Congestion heat map:
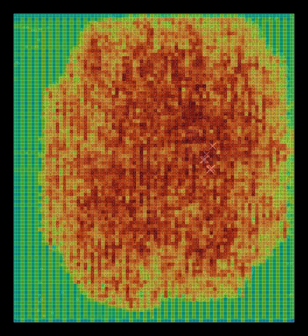
Metal 4:
Cells faint in the background.
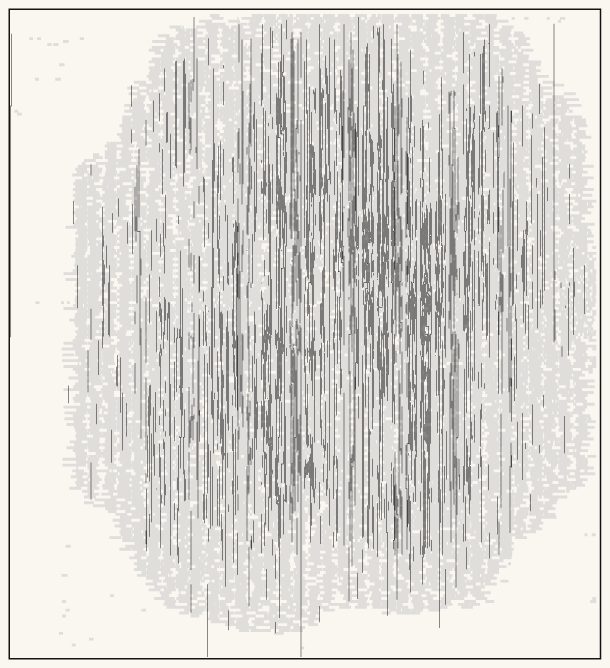
Supply network:
The bar under the picture is 200 um long. Pins as bars on the die edge. Tap cells in grey.
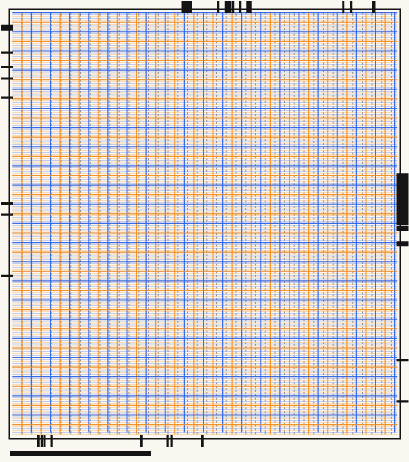
Wiring by layer:
Two of the layers only.
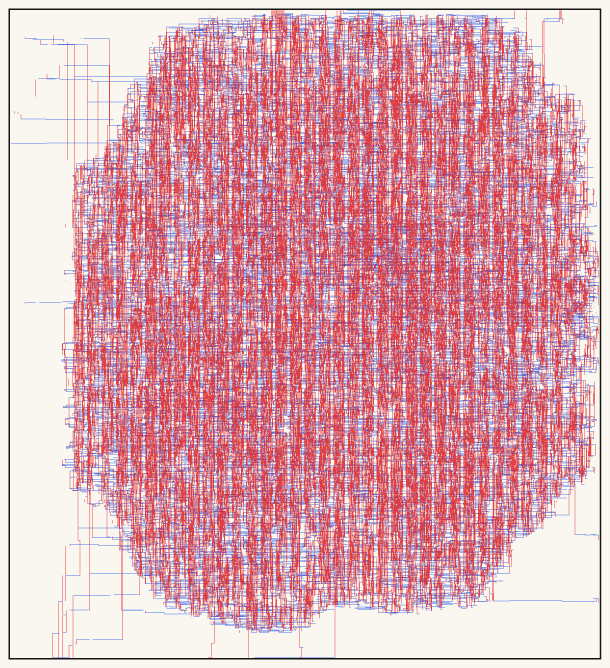
<file path="config.mk">
export PLATFORM = sky130hd
export DESIGN_NAME = instr_mem_loadable
export DESIGN_NICKNAME = d
export VERILOG_FILES = /design/src/rtl/instr_mem_pkg.sv /design/src/rtl/instr_ram_sp.sv /design/src/rtl/instr_mem_loadable.sv
export SDC_FILE = /design/constraint.sdc
export NUM_CORES = 2
export LEC_CHECK = 0
export CAP_MARGIN = 10
export CORE_ASPECT_RATIO = 1.1
export CORE_MARGIN = 3
export CORE_UTILIZATION = 57
export DETAILED_ROUTE_END_ITERATION = 6
export GPL_ROUTABILITY_DRIVEN = 1
export HOLD_SLACK_MARGIN = 0.12
export PLACE_DENSITY = 0.81
export SLEW_MARGIN = 40
export SYNTH_ARGS = -nofsm -noshare
export SYNTH_HDL_FRONTEND = slang
export SYNTH_MEMORY_MAX_BITS = 65536
export SYNTH_SLANG_ARGS = --single-unit
</file>
<file path="constraint.sdc">
create_clock -name clock -period 5.9 [get_ports clock]
set_input_delay 0.59 -clock clock [delete_from_list [all_inputs] [get_ports clock]]
set_output_delay 0.59 -clock clock [all_outputs]
set_load 0.01 [all_outputs]
</file>
<file path="src/rtl/instr_mem_pkg.sv">
`default_nettype none
// ============================================================================
//  Module      : instr_mem_pkg
//  Description : Shared types and constants for the loadable instruction
//                memory: FSM state encoding, NOP word and opcode field helpers.
//  Revision    : 1.0  initial release
// ============================================================================
package instr_mem_pkg;

    // Controller states, explicit 2-bit encoding
    typedef enum logic [1:0] {
        S_IDLE = 2'd0,
        S_LOAD = 2'd1,
        S_RUN  = 2'd2
    } state_t;

    // Word returned for any fetch outside the loaded image
    localparam logic [31:0] c_NOP_WORD = 32'h0000_0000;

    // Opcode field lives in the low bits of an instruction word
    localparam int          c_OPC_W    = 5;
    localparam logic [4:0]  c_OP_HALT  = 5'd18;

    // Extract the opcode field of an instruction word
    function automatic logic [c_OPC_W-1:0] f_opcode(input logic [31:0] word);
        return word[c_OPC_W-1:0];
    endfunction

    // True when the word is a HALT instruction
    function automatic logic f_is_halt(input logic [31:0] word);
        return (f_opcode(word) == c_OP_HALT);
    endfunction

endpackage : instr_mem_pkg
`default_nettype wire

</file>
<file path="src/rtl/instr_ram_sp.sv">
`default_nettype none
// ============================================================================
//  Module      : instr_ram_sp
//  Description : DEPTH x DATA_W RAM with one synchronous write port and one
//                synchronous, registered read port. Read data only changes
//                on a read enable so the last read word is held.
//  Revision    : 1.0  initial release
// ============================================================================
module instr_ram_sp #(
    parameter int DATA_W = 32,
    parameter int DEPTH  = 151,
    parameter int IDX_W  = $clog2(DEPTH)
) (
    input  logic              clk,
    input  logic              i_we,
    input  logic [IDX_W-1:0]  i_waddr,
    input  logic [DATA_W-1:0] i_wdata,
    input  logic              i_re,
    input  logic [IDX_W-1:0]  i_raddr,
    output logic [DATA_W-1:0] o_rdata
);

    logic [DATA_W-1:0] r_mem [DEPTH];
    logic [DATA_W-1:0] r_rdata;

    // Write port: store a word when the loader's write is accepted
    always_ff @(posedge clk) begin
        if (i_we) begin
            r_mem[i_waddr] <= i_wdata;
        end
    end

    // Read port: registered read, result held between enables
    always_ff @(posedge clk) begin
        if (i_re) begin
            r_rdata <= r_mem[i_raddr];
        end
    end

    assign o_rdata = r_rdata;

endmodule : instr_ram_sp
`default_nettype wire

</file>
<file path="src/rtl/instr_mem_loadable.sv">
`default_nettype none
// ============================================================================
//  Module      : instr_mem_loadable
//  Description : Runtime-loadable instruction memory for the fetch stage.
//                A loader streams words in over a valid/ready port; the core
//                then fetches with 1-cycle registered reads. Fetches outside
//                the loaded image return NOP_WORD with addr_fault set.
//  Revision    : 1.0  initial release
// ============================================================================
module instr_mem_loadable
    import instr_mem_pkg::*;
#(
    parameter int                DATA_W     = 32,
    parameter int                DEPTH      = 151,
    parameter int                ADDR_W     = 32,
    parameter int                START_ADDR = 1,
    parameter logic [DATA_W-1:0] NOP_WORD   = DATA_W'(c_NOP_WORD),
    localparam int               IDX_W      = $clog2(DEPTH)
) (
    input  logic              clock,
    input  logic              reset,
    // loader port
    input  logic              load_start,
    input  logic              load_valid,
    input  logic [DATA_W-1:0] load_data,
    input  logic              load_last,
    output logic              load_ready,
    output logic              load_full,
    output logic [IDX_W:0]    load_count,
    // fetch port
    output logic              fetch_ready,
    input  logic              fetch_req,
    input  logic [ADDR_W-1:0] fetch_addr,
    output logic [DATA_W-1:0] instrucao,
    output logic              instr_valid,
    output logic              addr_fault
);

    localparam logic [IDX_W-1:0] c_PTR_START = IDX_W'(START_ADDR);
    localparam logic [IDX_W-1:0] c_PTR_LAST  = IDX_W'(DEPTH - 1);
    localparam logic [IDX_W-1:0] c_PTR_ONE   = IDX_W'(1);
    localparam logic [IDX_W:0]   c_CNT_ONE   = (IDX_W + 1)'(1);
    localparam logic [ADDR_W:0]  c_ADDR_LO   = (ADDR_W + 1)'(START_ADDR);

    state_t            r_state;
    logic [IDX_W-1:0]  r_wr_ptr;
    logic [IDX_W:0]    r_load_count;
    logic              r_load_full;
    logic              r_load_ready;
    logic              r_fetch_ready;
    logic              r_instr_valid;
    logic              r_addr_fault;
    logic              r_hit;

    logic              w_load_acc;
    logic              w_fetch_acc;
    logic [ADDR_W:0]   w_addr_ext;
    logic [ADDR_W:0]   w_addr_hi;
    logic              w_hit;
    logic              w_ram_re;
    logic [DATA_W-1:0] w_ram_rdata;

    // load_start takes precedence over anything presented in the same cycle
    assign w_load_acc  = r_load_ready  & load_valid & ~load_start;
    assign w_fetch_acc = r_fetch_ready & fetch_req  & ~load_start;

    // Range check on the full fetch address, one extra bit so the upper
    // bound of the image can never wrap
    assign w_addr_ext = {1'b0, fetch_addr};
    assign w_addr_hi  = c_ADDR_LO + {{(ADDR_W - IDX_W){1'b0}}, r_load_count};
    assign w_hit      = (w_addr_ext >= c_ADDR_LO) && (w_addr_ext < w_addr_hi);

    // Only touch the RAM read port for addresses inside the image
    assign w_ram_re   = w_fetch_acc & w_hit;

    instr_ram_sp #(
        .DATA_W (DATA_W),
        .DEPTH  (DEPTH),
        .IDX_W  (IDX_W)
    ) u_ram (
        .clk     (clock),
        .i_we    (w_load_acc),
        .i_waddr (r_wr_ptr),
        .i_wdata (load_data),
        .i_re    (w_ram_re),
        .i_raddr (fetch_addr[IDX_W-1:0]),
        .o_rdata (w_ram_rdata)
    );

    // Controller FSM with load counters and registered port flags
    always_ff @(posedge clock) begin
        if (reset) begin
            r_state       <= S_IDLE;
            r_wr_ptr      <= c_PTR_START;
            r_load_count  <= '0;
            r_load_full   <= 1'b0;
            r_load_ready  <= 1'b0;
            r_fetch_ready <= 1'b0;
            r_instr_valid <= 1'b0;
            r_addr_fault  <= 1'b0;
            r_hit         <= 1'b0;
        end else begin
            r_instr_valid <= w_fetch_acc;
            r_addr_fault  <= w_fetch_acc & ~w_hit;
            if (w_fetch_acc) begin
                r_hit <= w_hit;
            end

            if (load_start) begin
                r_state       <= S_LOAD;
                r_wr_ptr      <= c_PTR_START;
                r_load_count  <= '0;
                r_load_full   <= 1'b0;
                r_load_ready  <= 1'b1;
                r_fetch_ready <= 1'b0;
            end else begin
                case (r_state)
                    S_IDLE: begin
                        r_load_ready  <= 1'b0;
                        r_fetch_ready <= 1'b0;
                    end
                    S_LOAD: begin
                        if (w_load_acc) begin
                            r_wr_ptr     <= r_wr_ptr + c_PTR_ONE;
                            r_load_count <= r_load_count + c_CNT_ONE;
                            if (load_last) begin
                                r_state       <= S_RUN;
                                r_load_ready  <= 1'b0;
                                r_fetch_ready <= 1'b1;
                            end else if (r_wr_ptr == c_PTR_LAST) begin
                                // Last slot written without load_last: image truncated
                                r_state       <= S_RUN;
                                r_load_full   <= 1'b1;
                                r_load_ready  <= 1'b0;
                                r_fetch_ready <= 1'b1;
                            end
                        end
                    end
                    S_RUN: begin
                        r_load_ready  <= 1'b0;
                        r_fetch_ready <= 1'b1;
                    end
                    default: begin
                        r_state       <= S_IDLE;
                        r_load_ready  <= 1'b0;
                        r_fetch_ready <= 1'b0;
                    end
                endcase
            end
        end
    end

    assign load_ready  = r_load_ready;
    assign load_full   = r_load_full;
    assign load_count  = r_load_count;
    assign fetch_ready = r_fetch_ready;
    assign instr_valid = r_instr_valid;
    assign addr_fault  = r_addr_fault;

    // Both select and RAM data are registers that only move on a fetch,
    // so the word is held while instr_valid is low
    assign instrucao   = r_hit ? w_ram_rdata : NOP_WORD;

endmodule : instr_mem_loadable
`default_nettype wire
</file>
==> impl_metrics.toml <==
# physical design summary
[drt]
antenna_left = 0
wl_met2_um = 271000
drc_errors = 91

[synth]
synth.most_common_cell = "edfxtp_1"
synth-main-ff-cell = "edfxtp_1"
yosysSeqAreaShare_pct = 78.1

[final_timing]
finalSetupViolCount = 0
period_needed_ps = 4190
setup_ws_ps = 1710
finalMaxSlewViolations = 0

[floorplan]
fp_util_pct = 57.3
fp-row-count = 220

[run]
cap_violations = 0

[place]
portBuffers = 115

[clock_network]
clock-sinks = 4889

[outcome]
violations = "design-rule violations"
status = "complete, but fails checks"

[worst_setup_path]
worstPathRequired_ps = 6510
cp-end-kind = "flop"
worstPathArrival_ps = 4800
Back to the opening pictures, 'congestion heat map':
GR Util met2: 52.3%
gr busiest metal: met2
met3 usage in global routing: 12.4%

Back to the opening pictures, 'metal 4':
main direction = vertical
longest straight run = 299 um
share of all routed wire = 9.3%
nets with wire on the layer = 896
wire length on this layer = 55.2 mm
via count: 104k
total length of routed wires: 592000 um

Back to the opening pictures, 'supply network':
VDD -> blue
VSS -> orange
rows = 220
met4 straps = 40
Die H: 608 um
core area: 327000 um^2
chip width: 553 um
IR drop worst, VDD: 0.388 mV

Back to the opening pictures, 'wiring by layer':
met2 -> red  # wire length 271 mm
met1 -> blue  # wire length 173 mm
GRT Resource Usage Total: 34.5%
mean routed wirelength per cell: 42.9 um

==> where the power goes <==
| part | leakage [nW] | internal, W | switching (W) |
|---|---|---|---|
| clock network | 7.03 | 0.0163 | 0.0131 |
| registers | 43.9 | 0.0382 | 0.00000612 |
| logic | 16.5 | 0.00120 | 0.00258 |
| total | 67.4 | 0.0557 | 0.0156 |
==> final timing paths <==
| kind | start | end | slack, ps | cells after the start |
|---|---|---|---|---|
| worst max-delay path | fetch_addr[2] | u_ram.o_rdata[26]$_DFFE_PP_ | 1710 | 8 |
| worst min register to register | r_wr_ptr[1]$_SDFFE_PP0P_ | r_wr_ptr[1]$_SDFFE_PP0P_ | 540 | 2 |
| worst max register to register | load_ready$_SDFFE_PP0P_ | u_ram.r_mem[52][9]$_DFFE_PP_ | 2140 | 6 |
| worst min-delay path | load_data[16] | u_ram.r_mem[118][16]$_DFFE_PP_ | 150 | 1 |
==> stage by stage <==
| stage | instance area, um^2 | utilization, % | total power (W) | cells |
|---|---|---|---|---|
| after floorplan | 188000 | - | 0.0407 | 8399 |
| after global placement | 196000 | 59.9 | 0.0423 | 12800 |
| after detailed placement | 199000 | 60.9 | 0.0424 | 12900 |
| after CTS | 214000 | 65.3 | 0.0710 | 13700 |
| after global routing | 214000 | 65.5 | 0.0724 | 13800 |
| final | 214000 | 65.6 | 0.0713 | 13800 |
==> routing by layer <==
layer  GRT usage (%)  vias up
met5           0.129        -
met4            24.0       60
met3            12.4     2882
met2            52.3    11600
met1            41.6    52000
li1                -    37000
==> timing repair <==
action,CTS,global route
hold buffers,7,10
endpoints found under the hold margin,152,161
gates resized,0,0
==> state kept, by name, indices dropped and copies added (netlist names) <==
name,flops
load_ready,1
r_wr_ptr,8
u_ram.o_rdata,32
r_hit,1
load_full,1
instr_valid,1
addr_fault,1
load_count,9
u_ram.r_mem,4832
fetch_ready,1
r_state,2
==> cells by family (layout without fill, tap and decap cells) <==
kind of cell | Yosys count | after routing | synth area share (%)
buffers and inverters | 475 | 1485 | 1.47
AND-OR/OR-AND | 777 | 777 | 2.86
multiplexers | 1587 | 1587 | 15.7
XOR/XNOR | 18 | 18 | 0.0841
AND/OR/NAND/NOR | 636 | 636 | 1.61
other | 0 | 55 | 0
flip-flops | 4889 | 4889 | 78.1
adder cells (fa/ha/maj) | 17 | 17 | 0.113
==> layout by cell type, fill, tap and decap left out, drive strengths merged, types with 47 or more instances in the layout <==
cell type	count
edfxtp	4864
mux4	1082
buf	561
clkbuf	551
mux2i	471
nor2	230
clkinv	201
a22oi	191
nand2	163
a21oi	126
o21ai	111
clkdlybuf4s50	75
o22ai	66
diode	55
a22o	55
bufinv	52
a221oi	49
and2	47
==> area by class of cell <==
class | count | area [um^2] | share of cell area, %
Antenna cell | 55 | 138 | 0.0642
Clock buffer | 539 | 11600 | 5.42
Clock inverter | 274 | 2820 | 1.32
Inverter | 7 | 26.3 | 0.0123
Multi-Input combinational cell | 3035 | 39800 | 18.6
Sequential cell | 4889 | 147000 | 68.4
Tap cell | 4329 | 5420 | 2.53
Timing Repair Buffer | 665 | 7980 | 3.72
Power is estimated from default activity; no workload was simulated.
